## config.mk

```make
export PLATFORM = sky130hd
export DESIGN_NAME = booth_ctrl
export DESIGN_NICKNAME = d
export VERILOG_FILES = /design/src/rtl/booth_ctrl.sv
export SDC_FILE = /design/constraint.sdc
export NUM_CORES = 1
export LEC_CHECK = 0
export CAP_MARGIN = 20
export CORE_MARGIN = 4
export CORE_UTILIZATION = 48
export CTS_CLUSTER_SIZE = 10
export DETAILED_ROUTE_END_ITERATION = 12
export GPL_ROUTABILITY_DRIVEN = 0
export PLACE_DENSITY = 0.8
export RECOVER_POWER = 100
export SLEW_MARGIN = 40
export SYNTH_ARGS = -nofsm -noshare
export SYNTH_HDL_FRONTEND = slang
export SYNTH_SLANG_ARGS = --single-unit
```

## constraint.sdc

```tcl
create_clock -name clk -period 2 [get_ports clk]
set_input_delay 0.3 -clock clk [delete_from_list [all_inputs] [get_ports clk]]
set_output_delay 0.3 -clock clk [all_outputs]
set_load 0.02 [all_outputs]
```

## src/rtl/booth_ctrl.sv

```systemverilog
// -----------------------------------------------------------------------------
// booth_ctrl -- control FSM for a radix-2 Booth multiplier.
//
// Drives the strobes of an external {A, Q, Q[-1]} datapath. The host puts the
// multiplicand on a shared operand bus during LOAD_M and the multiplier during
// LOAD_Q. The FSM then runs N EVAL/SHIFT pairs and pulses done for one cycle.
//
// Ports:
//   clk     rising-edge clock
//   rst     synchronous reset, active high (has priority over start)
//   start   begin request, only sampled in IDLE
//   q0      LSB of the datapath Q register
//   qm1     datapath Q[-1] flop
//   ldM     load multiplicand register from the operand bus
//   ldQ     load multiplier register from the operand bus
//   clrA    clear accumulator A
//   clrff   clear the Q[-1] flop
//   ldA     load A with the adder/subtractor result (combinational)
//   addsub  1 = A+M, 0 = A-M; only meaningful while ldA=1 (combinational)
//   sft     arithmetic right shift of {A, Q, Q[-1]}
//   busy    high in every state except IDLE
//   done    one-cycle completion pulse
//   cnt     remaining iteration count
// -----------------------------------------------------------------------------
module booth_ctrl #(
    parameter int N = 16
) (
    input  logic                 clk,
    input  logic                 rst,
    input  logic                 start,
    input  logic                 q0,
    input  logic                 qm1,
    output logic                 ldM,
    output logic                 ldQ,
    output logic                 clrA,
    output logic                 clrff,
    output logic                 ldA,
    output logic                 addsub,
    output logic                 sft,
    output logic                 busy,
    output logic                 done,
    output logic [$clog2(N):0]   cnt
);

    localparam int CW = $clog2(N) + 1;

    typedef enum logic [2:0] {
        ST_IDLE   = 3'd0,
        ST_LOAD_M = 3'd1,
        ST_LOAD_Q = 3'd2,
        ST_EVAL   = 3'd3,
        ST_SHIFT  = 3'd4,
        ST_DONE   = 3'd5
    } state_t;

    state_t state_reg;
    state_t state_next;

    // Next-state decode. The Moore strobes below are registered from
    // state_next, so they line up with state_reg in the following cycle.
    always_comb begin
        state_next = state_reg;
        unique case (state_reg)
            ST_IDLE:   if (start) state_next = ST_LOAD_M;
            ST_LOAD_M: state_next = ST_LOAD_Q;
            ST_LOAD_Q: state_next = ST_EVAL;
            ST_EVAL:   state_next = ST_SHIFT;
            ST_SHIFT:  state_next = (cnt == CW'(1)) ? ST_DONE : ST_EVAL;
            ST_DONE:   state_next = ST_IDLE;
            default:   state_next = ST_IDLE;
        endcase
    end

    always_ff @(posedge clk) begin
        if (rst) begin
            state_reg <= ST_IDLE;
            cnt       <= '0;
            ldM       <= 1'b0;
            ldQ       <= 1'b0;
            clrA      <= 1'b0;
            clrff     <= 1'b0;
            sft       <= 1'b0;
            busy      <= 1'b0;
            done      <= 1'b0;
        end else begin
            state_reg <= state_next;

            // Counter is loaded leaving LOAD_Q and decremented leaving SHIFT.
            // The last SHIFT sees cnt==1, so it lands on 0 entering DONE and
            // stays there through IDLE; it can never wrap.
            if (state_reg == ST_LOAD_Q) begin
                cnt <= CW'(N);
            end else if (state_reg == ST_SHIFT) begin
                cnt <= cnt - CW'(1);
            end

            ldM   <= (state_next == ST_LOAD_M);
            clrA  <= (state_next == ST_LOAD_M);
            clrff <= (state_next == ST_LOAD_M);
            ldQ   <= (state_next == ST_LOAD_Q);
            sft   <= (state_next == ST_SHIFT);
            done  <= (state_next == ST_DONE);
            busy  <= (state_next != ST_IDLE);
        end
    end

    // Booth recoding of {q0, qm1}: 10 -> subtract M, 01 -> add M, else no-op.
    // These depend on the live datapath bits, so they cannot be registered.
    always_comb begin
        ldA    = (state_reg == ST_EVAL) && (q0 ^ qm1);
        addsub = (state_reg == ST_EVAL) && !q0 && qm1;
    end

endmodule

```

**Sizing map**

(6 px per um)
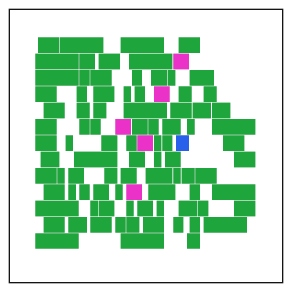
| colour | size | cells |
|---|---|---|
| blue | _2 cells | 1 |
| magenta | _3 and _4 cells | 5 |
| green | _0 and _1 cells | 88 |

**Cell outlines without signal wires**

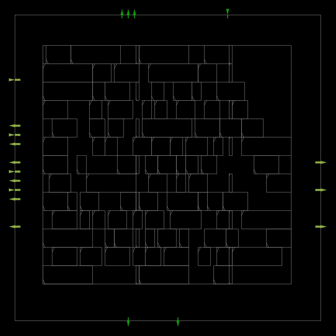
final core utilization: 65.96%
well tap count: 15
share of the final layout cell area in sequential cells: 30.32%

**Where the registers sit**

(8 px per um) Other sequential cells in the stronger grey, the rest of the logic in the fainter grey.
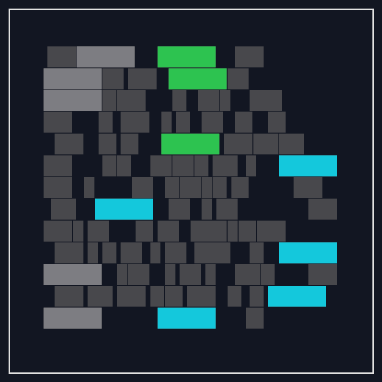
| colour | netlist name | placed flops |
|---|---|---|
| green | state_reg | 3 |
| cyan | cnt | 5 |
not coloured: 5

**Routed metal per tile**

(8 px per um) The die is cut into 9 by 9 equal tiles; dark purple is low, yellow is high, scaled to the fullest tile. Values are wire area over tile area, all layers added.
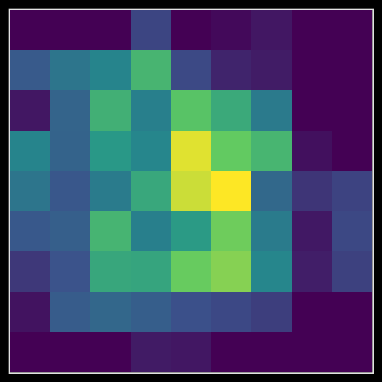
tiles over half the peak: 22%
densest ninth of the die: centre
mean over tiles: 0.11
fullest tile: 0.39

==> notes.org <==
#+TITLE: Flow metrics

** Logic synthesis
- Top area cells in the synthesized netlist :: dfxtp_1 39%, a21oi_1 5.2%, nor2b_1 4.7%
- Synthesized-area fraction occupied by xor and xnor cells :: between 1 and 1.5%
- Share of Yosys cell area claimed by the top area cell type :: 38.95%
- Among all flip-flop cells after synthesis, the most frequent one is dfxtp_1.
- Comb area leader :: simple AND/OR/NAND/NOR gates
- Of the total synthesized cell area, the portion taken by full adders, half adders and majority gates is under 10%.
- For this run, asynchronously set or reset flops after synthesis account for 0%.
- Post-synthesis simple-gate area fraction :: between 20 and 30%
- The most common cell in the synthesized netlist is dfxtp_1.
- Count of instantiated cells in the yosys netlist :: 76
- Sequential share of the synthesized area :: 38.95%
- Synthesis produced a netlist whose cell count is ~76.
- Post-synthesis cell area :: 668.1 um2
- The commonest cells after synthesis are 13 x dfxtp_1, 7 x a21oi_1, 6 x nor2_1.
- The chip area line in the Yosys stat output reads between 600 and 700 um2.
- The warning tally printed by Yosys for this design is 0.
- Post-synth cell types :: 28
- Synthesis inferred 13 register bits.
- In the synthesized netlist, mux cells make up 1.498% of the area.
- Leading area contributor after synthesis :: dfxtp_1
- Synth Net Count :: 83
- After synthesis, the mean cell area works out to 8.791 um2.
- After Yosys synthesis, AND-OR and OR-AND compound gates account for ~17% of the synthesized area.

** Power and ir drop
- Power share of the combinational group :: 22.3%
- Pleak :: ~0.00035 uW
- Largest power group :: sequential cells
- Of the total power, registers draw just under 50%.
- Power comes to 566.2 uW.
- Power density over the cells :: approximately 660 nW/um2
- Internal power component :: 407.6 uW
- The power report shows net switching accounting for 28.01% of the total.
- Power in the clock group :: 159 uW
- Combinational cells consume a total of 126 uW.
- The power report attributes to the clock group a share of 28.1%.
- For the sequential group, total power comes out at around 280 uW.
- Reported net switching power :: ~160 uW
- Across the VDD grid, the largest voltage drop is 372.8 uV.

** Critical path
- Kind of end point of the critical path :: primary output
- Walking the worst path, the cells encountered are clkdlybuf4s50_1 > xnor2_1 > nor2_1 > clkdlybuf4s50_1.
- Delay-heaviest family, CP :: buffers and inverters
- Walking the critical path from launch to capture passes 4 cell instances.
- Worst Path Required :: about 1700 ps
- For the worst reg-to-reg path, the startpoint reported by OpenROAD is state_reg[2]$_SDFF_PP0_.
- The arrival time of data at the worst endpoint is listed as 1570 ps.
- Tracing the worst setup path back leads to its startpoint at q0.
- In this run the critical register-to-register path is captured at cnt[4]$_SDFFE_PP0N_.
- Logic depth along the worst register-to-register path is recorded as 3.
- Along the worst path, the maximum fanout reaches 2.
- The number of buffers and inverters on the critical path is 2.
- By instance count, the cell type seen most on the critical path is clkdlybuf4s50_1.
- Setup slack, reg-to-reg :: 470 ps
- Delay of the slowest cell on the worst path :: approximately 610 ps
- Worst Setup EP :: ldA
- Worst setup path class :: in -> out
- The slowest stage of the critical path belongs to the cell clkdlybuf4s50_1.
- STA classifies the critical path startpoint as an input pin.

** Clocking
- In this run the clock root is driven by a clkbuf_4.
- Clock latency reported for the late side of the worst-skew pair :: 270 ps
- TritonCTS clock tree :: yes
- Sinks on Clock Net :: 13
- Inserted Clock Buffers :: 3
- Per the post-CTS timing run, clock transition at the registers of the reported paths is 80 ps.
- Maximum level of the CTS H-tree :: 1
- Number of buffers added for setup after CTS :: 0
- The clock passes through at most 2 buffers.
- Cells resized by post-CTS repair :: 0
- Buffers inserted to repair hold after CTS numbered 0.

** Global route
- Gr busiest metal :: met2
- Recorded from the global router log, the overflow total was 0.
- The initial antenna violation count was 0.
- GR Util met2 :: about 27%
- Met3 Usage GRT :: 5.578%
- The via count of the first global-routing pass is ~590.
- Summed over all routing layers, the global router reports a total usage of 17.16%.
- Maximum number of pins on one net before global-route repair :: 21
- The first global-routing pass estimated roughly 2.6 mm of wire.
- The global routing report lists met1 layer usage as 22.03%.

** Finish
- Fraction of area in multi-input gates :: slightly above 40%
- 54 cells are multi-input combinational gates.
- The net count of the finished layout is 102.
- Total inserted antenna cells :: 0
- Total of plain and repair buffers excluding clock buffers :: 21
- Clock buffers and inverters, area share :: 3.061%
- The final report gives the standard cell area, fillers excluded, as 858.3 um2.
- Per the cell usage report, the commonest logic cells after layout are 13 x dfxtp_1, 13 x dlygate4sd3_1, 7 x a21oi_1.
- Fraction of final layout cells sized beyond drive strength 1 :: 6.383%
- Per the layout report, the design carries roughly 130 filler cells.
- In the final layout, non-clock buffers account for 22.45% of the cell area.
- Per the layout area report, the combinational gate area comes to approximately 350 um2.
- There are 13 flip-flops and latches.
- Non-filler cells in the finished layout :: 109
- The area taken by sequential standard cells is reported as 260.3 um2.
- Synthesis-to-layout area growth :: 28.46%
- Clkbuf count :: 4
- Non-clock inverters in the final layout number 2.

** Timing
- Timing would allow up to about 540 MHz.
- Layout Skew :: ~4.4 ps
- Counting endpoints that fail hold in the final report gives 0.
- Worst slew margin relative to its limit :: between 40% and 50%
- Hold is met by 518.8 ps.
- At the pin with the least slew margin, the transition time is 762.0 ps.
- Setup repair after global routing missed its margin :: false
- For reference, the final report shows the max-slew violation count at 0.
- After layout, the worst path uses approximately 93% of the clock period.
- Adding up every negative setup slack in the final design gives 0 ps.
- Period minus WS final :: 1866 ps
- Min setup slack post-route :: 134.4 ps
- Setup violators final :: 0

** Place
- Placement Setup Slack :: 78.38 ps
- Hpwl dp :: 1.024 mm
- The placed instances occupy a cell area of 848.3 um2.
- IO Port Bufs :: 18
- Per the placement report, the placed cell count is between 100 and 150.

** Status
- The run finished with clean final reports.

** Floorplanning
- X dimension of the die :: 45.31 um
- Full die area :: 2053 um2
- Measured along the y axis, the die boundary spans 45.31 um.
- 19 I/O pins were placed.
- According to the floorplan report, the placeable core area is 1301 um2.
- FP Util :: 51.35%
- Floorplan row count :: 13

** Routing
- Nets still carrying antenna violations after routing amount to 0.
- Via Count :: ~610
- Before antenna repair, the detailed router went through 4 iterations.
- Detail Route met3 WL :: between 60 and 70 um
- The wire length recorded after detailed routing is 1.464 mm.
- Post-route met1 wirelength :: 690 um
- The routed layout reports a DRC error count of 0.
- Number of vias per cell after detailed routing :: 5.587
- Signal routing reaches up to met4.
- TritonRoute output was used to compute an average wire per cell of between 10 and 15 um.
- In the detailed route, the total length drawn on met2 is 694 um.
- Once iteration 0 of detailed routing completed, the report listed 5 DRC markers.

** Hold path
- Hold Crit Class :: reg -> reg
- Hold path cells :: 2
- The path with the worst hold slack has its endpoint at cnt[1]$_SDFFE_PP0P_.
- Worst Hold Launch :: cnt[1]$_SDFFE_PP0P_

** Job
- Maxcap violations :: 0
- Total number of warnings across the stage logs :: 27
No activity file was given, so power comes from the tool's default toggle rates.
